Figure 1. Wires at chosen ports, followed through buffers (run 1).
Scale: 2 px per micron.
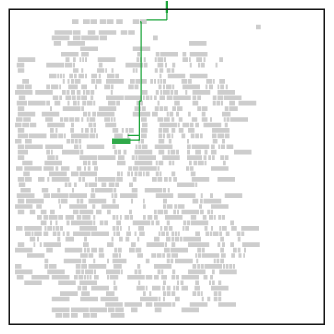
Figure 2. Pin placement (run 1).
Scale: 3 px per micron. Pins as bars across the die edge, other pins in gray.
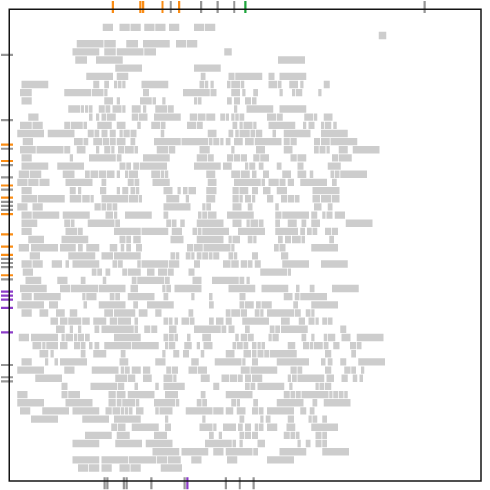
Figure 3. Drive-strength map (run 1).
Scale: 3 px per micron.
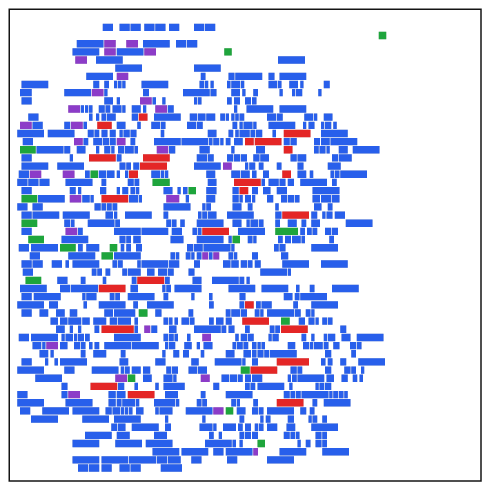
<file path="src/rtl/note_recorder_pkg.sv">
// Shared note-code constants for the recorder and the auto-player.
// Code bases per octave and duration class, plus the rest code.
package note_recorder_pkg;

  typedef enum logic [1:0] {
    DUR_16 = 2'd0,
    DUR_8  = 2'd1,
    DUR_4  = 2'd2
  } dur_t;

  typedef enum logic [1:0] {
    OCT_MID  = 2'd0,
    OCT_LOW  = 2'd1,
    OCT_HIGH = 2'd2
  } oct_t;

  localparam logic [5:0] REST_CODE   = 6'd0;
  localparam logic [5:0] BASE_MID_8  = 6'd1;
  localparam logic [5:0] BASE_MID_4  = 6'd8;
  localparam logic [5:0] BASE_MID_16 = 6'd15;
  localparam logic [5:0] BASE_LOW_8  = 6'd22;
  localparam logic [5:0] BASE_LOW_4  = 6'd29;
  localparam logic [5:0] BASE_LOW_16 = 6'd36;
  localparam logic [5:0] BASE_HI_8   = 6'd43;
  localparam logic [5:0] BASE_HI_4   = 6'd50;
  localparam logic [5:0] BASE_HI_16  = 6'd57;

  // Both switches or neither select the middle octave.
  function automatic oct_t oct_of(input logic hi, input logic lo);
    if (hi == lo) return OCT_MID;
    else if (hi)  return OCT_HIGH;
    else          return OCT_LOW;
  endfunction

endpackage

</file>
<file path="src/rtl/note_recorder_if.sv">
// Song-memory write port: recorder is master, player memory is slave.
// One-cycle strobe with address and 6-bit note code.
interface note_recorder_if;
  logic        wr_en;
  logic [13:0] wr_addr;
  logic [5:0]  wr_data;

  modport master (output wr_en, output wr_addr, output wr_data);
  modport slave  (input  wr_en, input  wr_addr, input  wr_data);
endinterface

</file>
<file path="src/rtl/note_recorder_encoder.sv">
// Maps key index, octave and duration class to the 6-bit note code.
// Purely combinational.
module note_code_encoder
  import note_recorder_pkg::*;
(
  input  logic [2:0] key_i,
  input  oct_t       oct_i,
  input  dur_t       dur_i,
  output logic [5:0] code_o
);

  logic [5:0] base;

  // Base code table lookup.
  always_comb begin
    base = BASE_MID_16;
    case ({oct_i, dur_i})
      {OCT_MID,  DUR_8}:  base = BASE_MID_8;
      {OCT_MID,  DUR_4}:  base = BASE_MID_4;
      {OCT_MID,  DUR_16}: base = BASE_MID_16;
      {OCT_LOW,  DUR_8}:  base = BASE_LOW_8;
      {OCT_LOW,  DUR_4}:  base = BASE_LOW_4;
      {OCT_LOW,  DUR_16}: base = BASE_LOW_16;
      {OCT_HIGH, DUR_8}:  base = BASE_HI_8;
      {OCT_HIGH, DUR_4}:  base = BASE_HI_4;
      {OCT_HIGH, DUR_16}: base = BASE_HI_16;
      default:            base = BASE_MID_16;
    endcase
  end

  assign code_o = base + {3'b000, key_i};

endmodule

</file>
<file path="src/rtl/note_recorder.sv">
// Live key-press recorder: times each press, encodes it and writes
// the code stream (with rests for silences) into song memory.
module note_recorder
  import note_recorder_pkg::*;
#(
  parameter int DEPTH     = 16384,
  parameter int MIN_PRESS = 2_000_000,
  parameter int THR_8     = 15_000_000,
  parameter int THR_4     = 30_000_000,
  parameter int REST_LEN  = 25_000_000,
  parameter int MAX_RESTS = 4
) (
  input  logic             clk,
  input  logic             reset,
  input  logic             rec_en,
  input  logic             clear,
  input  logic [6:0]       note_keys,
  input  logic             is_high,
  input  logic             is_low,
  note_recorder_if.master  mem,
  output logic [14:0]      rec_len,
  output logic             full,
  output logic             recording
);

  localparam int HW = $clog2(THR_4 + 1);
  localparam int SW = $clog2(REST_LEN + 1);
  localparam int RW = $clog2(MAX_RESTS + 1);
  localparam logic [14:0] DEPTH_L = 15'(DEPTH);

  localparam logic [2:0] S_IDLE  = 3'd0;
  localparam logic [2:0] S_ARMED = 3'd1;
  localparam logic [2:0] S_PRESS = 3'd2;
  localparam logic [2:0] S_GAP   = 3'd3;
  localparam logic [2:0] S_DONE  = 3'd4;

  logic [6:0]    k_m_q, k_s_q;
  logic [1:0]    o_m_q, o_s_q;
  logic [2:0]    st_q, st_d;
  logic [HW-1:0] hold_q, hold_d, hold_inc;
  logic [SW-1:0] sil_q, sil_d, sil_inc;
  logic [RW-1:0] rc_q, rc_d;
  logic [2:0]    key_q, key_d;
  oct_t          oct_q, oct_d;
  logic [14:0]   len_q, len_d;
  logic          full_q, full_d;
  logic          we_q, we_d;
  logic [13:0]   addr_q, addr_d;
  logic [5:0]    data_q, data_d;

  logic          k_vld, long_ok, cmt;
  logic [2:0]    k_idx;
  dur_t          dur;
  logic [5:0]    note_code, cmt_code;

  // Two-flop synchronisers for the asynchronous key/switch inputs.
  always_ff @(posedge clk or negedge reset) begin
    if (!reset) begin
      k_m_q <= '0;
      k_s_q <= '0;
      o_m_q <= '0;
      o_s_q <= '0;
    end else begin
      k_m_q <= note_keys;
      k_s_q <= k_m_q;
      o_m_q <= {is_high, is_low};
      o_s_q <= o_m_q;
    end
  end

  // One-hot key to index; anything else is treated as no key.
  always_comb begin
    k_idx = 3'd0;
    for (int i = 0; i < 7; i++) begin
      if (k_s_q[i]) k_idx = 3'(i);
    end
  end

  assign k_vld = $onehot(k_s_q);

  assign long_ok  = hold_q >= HW'(MIN_PRESS);
  assign hold_inc = (hold_q >= HW'(THR_4)) ? hold_q : hold_q + HW'(1);
  assign sil_inc  = sil_q + SW'(1);
  assign dur = (hold_q >= HW'(THR_4)) ? DUR_4 :
               (hold_q >= HW'(THR_8)) ? DUR_8 : DUR_16;

  note_code_encoder u_enc (
    .key_i  (key_q),
    .oct_i  (oct_q),
    .dur_i  (dur),
    .code_o (note_code)
  );

  // Recording FSM, commit generation, clear override.
  always_comb begin
    st_d     = st_q;
    hold_d   = hold_q;
    sil_d    = sil_q;
    rc_d     = rc_q;
    key_d    = key_q;
    oct_d    = oct_q;
    cmt      = 1'b0;
    cmt_code = note_code;
    if (!rec_en && st_q != S_IDLE) begin
      cmt  = (st_q == S_PRESS) && long_ok;
      st_d = S_DONE;
    end else begin
      case (st_q)
        S_IDLE: begin
          if (rec_en) st_d = S_ARMED;
        end
        S_ARMED: begin
          if (k_vld) begin
            st_d   = S_PRESS;
            hold_d = HW'(1);
            key_d  = k_idx;
            oct_d  = oct_of(o_s_q[1], o_s_q[0]);
          end
        end
        S_PRESS: begin
          if (k_vld && k_idx == key_q) begin
            hold_d = hold_inc;
          end else if (k_vld) begin
            cmt    = long_ok;
            hold_d = HW'(1);
            key_d  = k_idx;
            oct_d  = oct_of(o_s_q[1], o_s_q[0]);
          end else begin
            cmt   = long_ok;
            sil_d = '0;
            st_d  = (long_ok || len_q != '0) ? S_GAP : S_ARMED;
          end
        end
        S_GAP: begin
          if (k_vld) begin
            st_d   = S_PRESS;
            hold_d = HW'(1);
            rc_d   = '0;
            key_d  = k_idx;
            oct_d  = oct_of(o_s_q[1], o_s_q[0]);
          end else if (sil_q < SW'(REST_LEN)) begin
            sil_d = sil_inc;
            if (sil_inc == SW'(REST_LEN) && rc_q < RW'(MAX_RESTS)) begin
              cmt      = 1'b1;
              cmt_code = REST_CODE;
              sil_d    = '0;
              rc_d     = rc_q + RW'(1);
            end
          end
        end
        S_DONE:  st_d = S_DONE;
        default: st_d = S_IDLE;
      endcase
    end

    we_d   = 1'b0;
    addr_d = addr_q;
    data_d = data_q;
    len_d  = len_q;
    full_d = full_q;
    if (cmt && !full_q) begin
      we_d   = 1'b1;
      addr_d = len_q[13:0];
      data_d = cmt_code;
      len_d  = len_q + 15'd1;
      if (len_d == DEPTH_L) begin
        full_d = 1'b1;
        st_d   = S_DONE;
      end
    end

    if (clear) begin
      st_d   = S_IDLE;
      we_d   = 1'b0;
      len_d  = '0;
      full_d = 1'b0;
      hold_d = '0;
      sil_d  = '0;
      rc_d   = '0;
    end
  end

  // State and output registers.
  always_ff @(posedge clk or negedge reset) begin
    if (!reset) begin
      st_q   <= S_IDLE;
      hold_q <= '0;
      sil_q  <= '0;
      rc_q   <= '0;
      key_q  <= '0;
      oct_q  <= OCT_MID;
      len_q  <= '0;
      full_q <= 1'b0;
      we_q   <= 1'b0;
      addr_q <= '0;
      data_q <= '0;
    end else begin
      st_q   <= st_d;
      hold_q <= hold_d;
      sil_q  <= sil_d;
      rc_q   <= rc_d;
      key_q  <= key_d;
      oct_q  <= oct_d;
      len_q  <= len_d;
      full_q <= full_d;
      we_q   <= we_d;
      addr_q <= addr_d;
      data_q <= data_d;
    end
  end

  assign mem.wr_en   = we_q;
  assign mem.wr_addr = addr_q;
  assign mem.wr_data = data_q;
  assign rec_len     = len_q;
  assign full        = full_q;
  assign recording   = (st_q == S_ARMED) || (st_q == S_PRESS) ||
                       (st_q == S_GAP);

endmodule

</file>
<file path="src/flat_wrapper.sv">
// flat-port wrapper written by rule: the top's interface ports become plain ports
module note_recorder_flat import note_recorder_pkg::*;
#(
  parameter int DEPTH     = 16384,
  parameter int MIN_PRESS = 2_000_000,
  parameter int THR_8     = 15_000_000,
  parameter int THR_4     = 30_000_000,
  parameter int REST_LEN  = 25_000_000,
  parameter int MAX_RESTS = 4
)
  (clk, reset, rec_en, clear, note_keys, is_high, is_low, rec_len, full, recording, mem_wr_en, mem_wr_addr, mem_wr_data);
  note_recorder_if mem_i ();
  input  logic clk;
  input  logic reset;
  input  logic rec_en;
  input  logic clear;
  input  logic [6:0] note_keys;
  input  logic is_high;
  input  logic is_low;
  output logic [14:0] rec_len;
  output logic full;
  output logic recording;
  output wire logic [$bits(mem_i.wr_en)-1:0] mem_wr_en;
  output wire logic [$bits(mem_i.wr_addr)-1:0] mem_wr_addr;
  output wire logic [$bits(mem_i.wr_data)-1:0] mem_wr_data;
  assign mem_wr_en = mem_i.wr_en;
  assign mem_wr_addr = mem_i.wr_addr;
  assign mem_wr_data = mem_i.wr_data;
  note_recorder #(.DEPTH(DEPTH), .MIN_PRESS(MIN_PRESS), .THR_8(THR_8), .THR_4(THR_4), .REST_LEN(REST_LEN), .MAX_RESTS(MAX_RESTS)) u_core (.clk(clk), .reset(reset), .rec_en(rec_en), .clear(clear), .note_keys(note_keys), .is_high(is_high), .is_low(is_low), .mem(mem_i), .rec_len(rec_len), .full(full), .recording(recording));
endmodule
</file>
<file path="config.mk">
export PLATFORM = sky130hd
export DESIGN_NAME = note_recorder_flat
export DESIGN_NICKNAME = d
export VERILOG_FILES = /design/src/rtl/note_recorder_pkg.sv /design/src/rtl/note_recorder_if.sv /design/src/rtl/note_recorder_encoder.sv /design/src/rtl/note_recorder.sv /design/src/flat_wrapper.sv
export SDC_FILE = /design/constraint.sdc
export NUM_CORES = 1
export LEC_CHECK = 0
export CAP_MARGIN = 20
export CORE_MARGIN = 2
export CORE_UTILIZATION = 30
export DETAILED_ROUTE_END_ITERATION = 10
export PLACE_DENSITY = 0.55
export SLEW_MARGIN = 20
export SYNTH_ARGS = -nofsm -noshare
export SYNTH_HDL_FRONTEND = slang
export SYNTH_SLANG_ARGS = --single-unit
</file>
<file path="constraint.sdc">
create_clock -name clk -period 5.6 [get_ports clk]
set_clock_uncertainty 0.15 [all_clocks]
set_input_delay 0.56 -clock clk [delete_from_list [all_inputs] [get_ports clk]]
set_output_delay 0.56 -clock clk [all_outputs]
set_load 0.02 [all_outputs]
</file>
==> qor.txt, run 1 <==
H-tree depth: 4
Gr ovfl total: 0
Fill cell count: 2340
Commonest Layout Cell: dfrtp_1
Critical path depth in cells: 13
Top-area cell share: 41.5%
Cell total in the yosys stat output: 779
Worst Max-Slew Pin Slew: 1.05 ns
RSZ-0062 raised after global routing: false
Overall Global Routing Usage: 15.4%
Pins Over Slew Limit: 0
Synth warn: 0
Worst-path fanout max: 11
Crit path largest cell delay: 0.49 ns
Synth Register Bits: 116
Async set or reset register ratio after synthesis: 100%
First drt pass iteration count: 5
PwrDens: 278 nW/um^2
Status: finished clean
CP Capture Point: u_core.rec_len[5]$_DFFE_PN0P_
Placed instance area: 7750 sq um
Critical-path top delay cell: nand3_1
Post-layout util: 36.7%
Startpoint types: flop
RR Endpoint: u_core.rec_len[5]$_DFFE_PN0P_
Maximum vdd drop: 0.000216 V
Detail Route Antenna Nets: 0
CP delay by family, top: adder cells
Unique cell types: 71
CP required: 5.76 ns
DIE WIDTH: 157 microns
Clock Tree Buf Depth: 2
Slew headroom: 30.2%
Post-Synth XOR/XNOR Area: 1.13%
Final instance area: 8360 sq um
Design Power: 2.33 mW
Fmax: 234 MHz
Clock slew at reported path FFs: 0.06 ns
CP Launch Point: u_core.k_s_q[2]$_DFF_PN0_
First-pass GRT wire length: 30.2 mm
CP Cell Sequence: inv_1 -> ha_1 -> fa_1 -> ha_1 -> inv_1 -> fa_1 -> xor2_1 -> nand3_1 -> nand3_1 -> a211oi_2 -> nand3_1 -> a211oi_1 -> mux2_2
Root buf cell: clkbuf_16
IO Port Bufs: 50
Nets@finish: 841
Post-layout period usage: 76.5%
Worst Hold Class: primary input to asynchronous set/reset pin
DR DRC count: 0
DIE AREA: 24600 sq um
Layout cells sized above 1: 9.63%
Mean Syn Cell Area: 8.99 sq um
Synth Instances: 779
Worst-skew pair later-pin latency: 0.42 ns
GPL Wtd Cong: 0.802
Initial antenna violation count: 0
Worst r2r src: u_core.k_s_q[2]$_DFF_PN0_
Setup bufs post-CTS: 0
Mapped Area: 7000 sq um
Area Growth Syn to Fin: 19.4%
Reg2Reg Depth: 13
Place WS: 1.39 ns
Boundary pin count: 51
Synth Seq Share: 41.5%
# setup viols final: 0
Hold slack: 0.108 ns
Core region area: 22800 sq um
Max-cap violations: 0
Top Layout Cells: 116 x dfrtp_1, 73 x nand2_1, 59 x nand3_1
Final Hold Vio Count: 0
DRT iter0 DRCs: 454
Post-synth EDFFs: 0
Top_reg_cell synth: dfrtp_1
Clk sinks: 116
Num CTS Buffers: 17
Main kind of combinational logic by area: simple AND/OR/NAND/NOR gates
R2R setup slack: 1.32 ns
Setup TNS: 0 ns
Cts hold-fix bufs: 0
Vias in the first global route: 5847
Area fraction in mux cells: 5.81%
Via count: 6050
Simple-Gate Area Share: 26.5%
Final wirelength: 18.0 mm
CTS tree: done
Yosys chip area: 7000 sq um
Cells after DPL: 1101
CP endpoint kind: flop
Period minus WS final: 4.28 ns
Buf+Inv Stages, Crit Path: 2
Syn nets: 813
Floorplan core density: 30.7%
Worst Path Arrival: 4.44 ns
Via/cell ratio: 5.34
Die Span Y: 157 microns
Synth area leader: dfrtp_1
# diodes: 0
Crit-path most repeated cell: nand3_1
Gates resized, CTS repair: 0
Worst setup margin: 1.32 ns
Adder Area Share: 4.18%
Routed len/inst: 15.9 microns
Count of tool warnings: 32
LEAKAGE: 3.44 nW
Hpwl dp: 12.0 mm
Most frequent cells after synthesis: 116 x dfrtp_1, 73 x nand2_1, 59 x nand3_1
Number of placement rows: 55
Final cell count without fillers: 1133
Largest net degree at the start of global routing: 71
Yosys top cell by instances: dfrtp_1
Ao+oa area frac: 16.7%
Main area contributors: dfrtp_1 41%, nand3_1 4.2%, nand2_1 3.9%
WS Path Type: flop to flop
Back to the opening pictures, Figure 1:
Green marks `full`, bits 1, direction output, end cells 1, buffers 1, wire 85.7 microns.

Back to the opening pictures, Figure 2:
Green marks `full`, pins 1, direction output, edge north. Orange marks `mem_wr_addr`, pins 14, direction output, edge 9 west, 5 north. Purple marks `mem_wr_data`, pins 6, direction output, edge 5 west, 1 south.
All pins by edge: 30 west, 11 north, 10 south.

Back to the opening pictures, Figure 3:
Red marks x6 and larger, cells 27. Blue marks x1 and smaller, cells 741. Green marks x3 and x4, cells 21. Purple marks x2, cells 31.

[run 1: power by group]
group	switching, mW	internal [mW]	total, mW
registers	0.0483	0.867	0.915
logic	0.167	0.120	0.287
clock network	0.445	0.679	1.12
total	0.660	1.67	2.33
[run 1: routing by layer]
| layer | wire length, microns | GRT usage [%] | vias up |
|---|---|---|---|
| li1 | - | - | 2952 |
| met1 | 8830 | 21.1 | 2956 |
| met2 | 8340 | 24.7 | 120 |
| met3 | 566 | 2.94 | 22 |
| met4 | 283 | 4.85 | 0 |
| met5 | 0 | 0 | - |
[run 1: final cells by class]
cell class	count	area, sq um	area share [%]
Tap cell	313	392	4.69
Timing Repair Buffer	56	538	6.44
Multi-Input combinational cell	587	3810	45.6
Inverter	29	109	1.30
Sequential cell	116	2900	34.7
Clock inverter	14	163	1.95
Clock buffer	18	439	5.26
==> run 2: changes to the inputs <==
==> constraint.sdc (replaced) <==
create_clock -name clk -period 4.4 [get_ports clk]
set_clock_uncertainty 0.15 [all_clocks]
set_input_delay 0.44 -clock clk [delete_from_list [all_inputs] [get_ports clk]]
set_output_delay 0.44 -clock clk [all_outputs]
set_load 0.02 [all_outputs]
==> run 2 against run 1 <==
Against the previous run: hold slack better by 0.090 ns; die size unchanged; clock power is about 20% higher; cell count is 0.62% higher; critical path depth grew 1; critical path type unchanged; register-to-register slack worse by 0.94 ns; first-iteration DRC count fell by 9.0%; non-clock buffer count increased by 7; sequential share of layout area fell by 0.057 points; synthesized cell count did not move.
==> qor.txt, run 2 <==
Clock Tree Buf Depth: 2 (unchanged)
CP Capture Point: u_core.hold_q[16]$_DFFE_PN0P_ (was u_core.rec_len[5]$_DFFE_PN0P_)
Count of tool warnings: 32 (unchanged)
Synth Seq Share: 41.5% (unchanged)
Floorplan core density: 30.7% (unchanged)
Fmax: 248 MHz (was 234 MHz)
DIE AREA: 24600 sq um (unchanged)
Synth warn: 0 (unchanged)
Hold slack: 0.198 ns (was 0.108 ns)
Hpwl dp: 12.7 mm (was 12.0 mm)
Vias in the first global route: 5975 (was 5847)
Gr ovfl total: 0 (unchanged)
Met1 GRT Util: 21.5% (was 21.1%)
Met2 wire length: 8.51 mm (was 8.34 mm)
Commonest Layout Cell: dfrtp_1 (unchanged)
M2 GR Usage: 25.2% (was 24.7%)
Main area contributors: dfrtp_1 41%, nand3_1 4.2%, nand2_1 3.9% (unchanged)
Startpoint types: flop (unchanged)
CP delay by family, top: adder cells (unchanged)
Largest net degree at the start of global routing: 47 (was 71)
First drt pass iteration count: 5 (unchanged)
GPL Wtd Cong: 0.869 (was 0.802)
Worst Hold Class: flop to flop (was primary input to asynchronous set/reset pin)
Setup bufs post-CTS: 0 (unchanged)
Design Power: 2.88 mW (was 2.33 mW)
Number of placement rows: 55 (unchanged)
Clock slew at reported path FFs: 0.06 ns (about the same)
DRT iter0 DRCs: 413 (was 454)
NonClk Buf Share: 7.09% (was 6.44%)
Via count: 6108 (was 6050)
Clk sinks: 116 (unchanged)
Maximum vdd drop: 0.000255 V (was 0.000216 V)
Hold Crit Depth: 0
Sequential cell area: 2900 sq um (unchanged)
R2R setup slack: 0.38 ns (was 1.32 ns)
Slew headroom: 49.5% (was 30.2%)
Inverters, non-clock: 29 (unchanged)
Most frequent cells after synthesis: 116 x dfrtp_1, 73 x nand2_1, 59 x nand3_1 (unchanged)
Pins Over Slew Limit: 0 (unchanged)
Hold path endpoint: u_core.k_s_q[2]$_DFF_PN0_
Top_reg_cell synth: dfrtp_1 (unchanged)
Worst-path fanout max: 11 (unchanged)
Worst r2r src: u_core.k_s_q[2]$_DFF_PN0_ (unchanged)
Met3 wire length: 635 microns (was 566 microns)
DR DRC count: 0 (unchanged)
Final cell count without fillers: 1140 (was 1133)
Synth Instances: 779 (unchanged)
Buffers, non-clock: 63 (was 56)
Area Growth Syn to Fin: 19.6% (was 19.4%)
Clock buffer cells: 18 (unchanged)
Hold_sp: u_core.k_m_q[2]$_DFF_PN0_
# diodes: 0 (unchanged)
Mean Syn Cell Area: 8.99 sq um (unchanged)
Comb power frac: 13.0% (was 12.4%)
Seq_cells: 116 (unchanged)
Combinational gate count: 587 (unchanged)
Top-area cell share: 41.5% (unchanged)
Post-layout period usage: 91.5% (was 76.5%)
Gates resized, CTS repair: 0 (unchanged)
Max-cap violations: 0 (unchanged)
Post-synth EDFFs: 0 (unchanged)
Final clock-cell share: 6.77% (was 7.20%)
Worst Max-Slew Pin Slew: 0.751 ns (was 1.05 ns)
RSZ-0062 raised after global routing: false (unchanged)
Num CTS Buffers: 17 (unchanged)
Detail Route Antenna Nets: 0 (unchanged)
Crit path largest cell delay: 0.62 ns (was 0.49 ns)
Critical path depth in cells: 14 (was 13)
Placed instance area: 7790 sq um (was 7750 sq um)
Critical-path top delay cell: a21oi_1 (was nand3_1)
Mapped Area: 7000 sq um (unchanged)
Synth area leader: dfrtp_1 (unchanged)
Cell total in the yosys stat output: 779 (unchanged)
Worst-skew pair later-pin latency: 0.42 ns (about the same)
Layout cells sized above 1: 10.0% (was 9.63%)
Clock network power share: 46.7% (was 48.3%)
Yosys top cell by instances: dfrtp_1 (unchanged)
WL met1: 8.97 mm (was 8.83 mm)
Place WS: 0.356 ns (was 1.39 ns)
Biggest Area Class: combinational gates (unchanged)
Reg2Reg Depth: 14 (was 13)
Initial antenna violation count: 0 (unchanged)
Top routing layer used: met4 (unchanged)
Status: finished clean (unchanged)
Syn nets: 813 (unchanged)
Unique cell types: 71 (unchanged)
CTS tree: done (unchanged)
Pint: 2.06 mW (was 1.67 mW)
Root buf cell: clkbuf_16 (unchanged)
Yosys chip area: 7000 sq um (unchanged)
Async set or reset register ratio after synthesis: 100% (unchanged)
First-pass GRT wire length: 31.0 mm (was 30.2 mm)
CP required: 4.58 ns (was 5.76 ns)
CP Cell Sequence: inv_1 -> ha_1 -> fa_1 -> ha_1 -> inv_1 -> fa_1 -> xor2_1 -> and3_1 -> and2_0 -> nor2b_1 -> a21oi_1 -> buf_4 -> o21ai_0 -> o21ai_0 (was inv_1 -> ha_1 -> fa_1 -> ha_1 -> inv_1 -> fa_1 -> xor2_1 -> nand3_1 -> nand3_1 -> a211oi_2 -> nand3_1 -> a211oi_1 -> mux2_2)
Sequential power share: 40.4% (was 39.4%)
Via/cell ratio: 5.36 (was 5.34)
Nets@finish: 848 (was 841)
Logic area: 3810 sq um (about the same)
Buf+Inv Stages, Crit Path: 3 (was 2)
WS Path Type: flop to flop (unchanged)
Synth Register Bits: 116 (unchanged)
Busiest layer in global routing: met2 (unchanged)
CP Launch Point: u_core.k_s_q[2]$_DFF_PN0_ (unchanged)
Final instance area: 8370 sq um (was 8360 sq um)
H-tree depth: 4 (unchanged)
Core region area: 22800 sq um (unchanged)
Worst setup margin: 0.375 ns (was 1.32 ns)
CP endpoint kind: flop (unchanged)
Cells after DPL: 1107 (was 1101)
Final Hold Vio Count: 0 (unchanged)
# setup viols final: 0 (unchanged)
Met3 Use GR: 3.46% (was 2.94%)
Multi-input gate share of total cell area: 45.5% (was 45.6%)
Worst Path Arrival: 4.21 ns (was 4.44 ns)
Setup TNS: 0 ns (unchanged)
Psw: 0.826 mW (was 0.660 mW)
Boundary pin count: 51 (unchanged)
Period minus WS final: 4.02 ns (was 4.28 ns)
LEAKAGE: 3.46 nW (was 3.44 nW)
Top Layout Cells: 116 x dfrtp_1, 73 x nand2_1, 59 x nand3_1 (unchanged)
PwrDens: 344 nW/um^2 (was 278 nW/um^2)
Cts hold-fix bufs: 1 (was 0)
Sw Ratio: 28.7% (was 28.4%)
RR Endpoint: u_core.hold_q[16]$_DFFE_PN0P_ (was u_core.rec_len[5]$_DFFE_PN0P_)
-- run 2: netlist changes by cell type in the layout (fill, tap and decap cells not counted), sizes merged --
| cell | change |
|---|---|
| buf | +6 |
| bufinv | -1 |
| clkinv | +2 |
| clkinvlp | +2 |
| dlygate4sd3 | +1 |
| inv | -3 |
-- run 2: power groups by stage --
stage          registers [mW]  clock network [mW]  logic, mW
6_report                 1.16                1.34      0.374
3_3_place_gp             1.18                   0      0.376
4_1_cts                  1.16                1.37      0.381
3_5_place_dp             1.18                   0      0.375
2_1_floorplan            1.16                   0      0.267
5_1_grt                  1.17                1.43      0.429
-- run 2: logic make-up after synthesis --
family | share of synthesized area (%)
mux | 5.81
compound gates | 16.7
xor+xnor | 1.13
simple gates | 26.5
buf+inv | 4.24
fa+ha+maj | 4.18
flops | 41.5
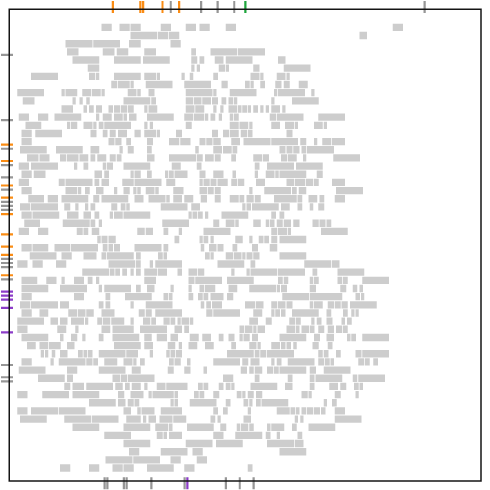
Figure 4: run 2, pin placement.
Scale: 3 px per micron. Pins as bars across the die edge, other pins in gray.
IO Port Bufs: 50
DIE WIDTH: 157 microns
Die Span Y: 157 microns

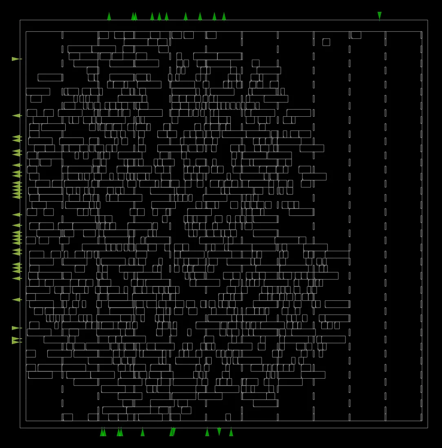
Figure 5: run 2, placed standard cells.
Seq/total area: 34.7%
fill cell count: 2366
well tap count: 313
post-layout util: 36.7%

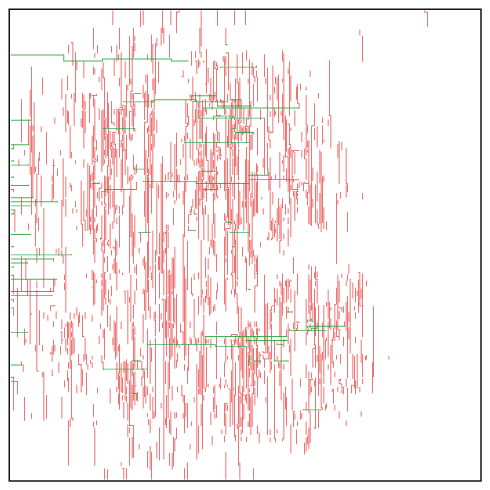
Figure 6: run 2, routed metal, one color a layer.
Scale: 3 px per micron. Two of the layers only.
Red marks M2, wire length 8510 microns. Green marks M3, wire length 635 microns.
routed len/inst: 16.1 microns
Overall Global Routing Usage: 15.8%
final wirelength: 18.4 mm

Power figures rest on the tool's default switching activity, not on a simulated workload.
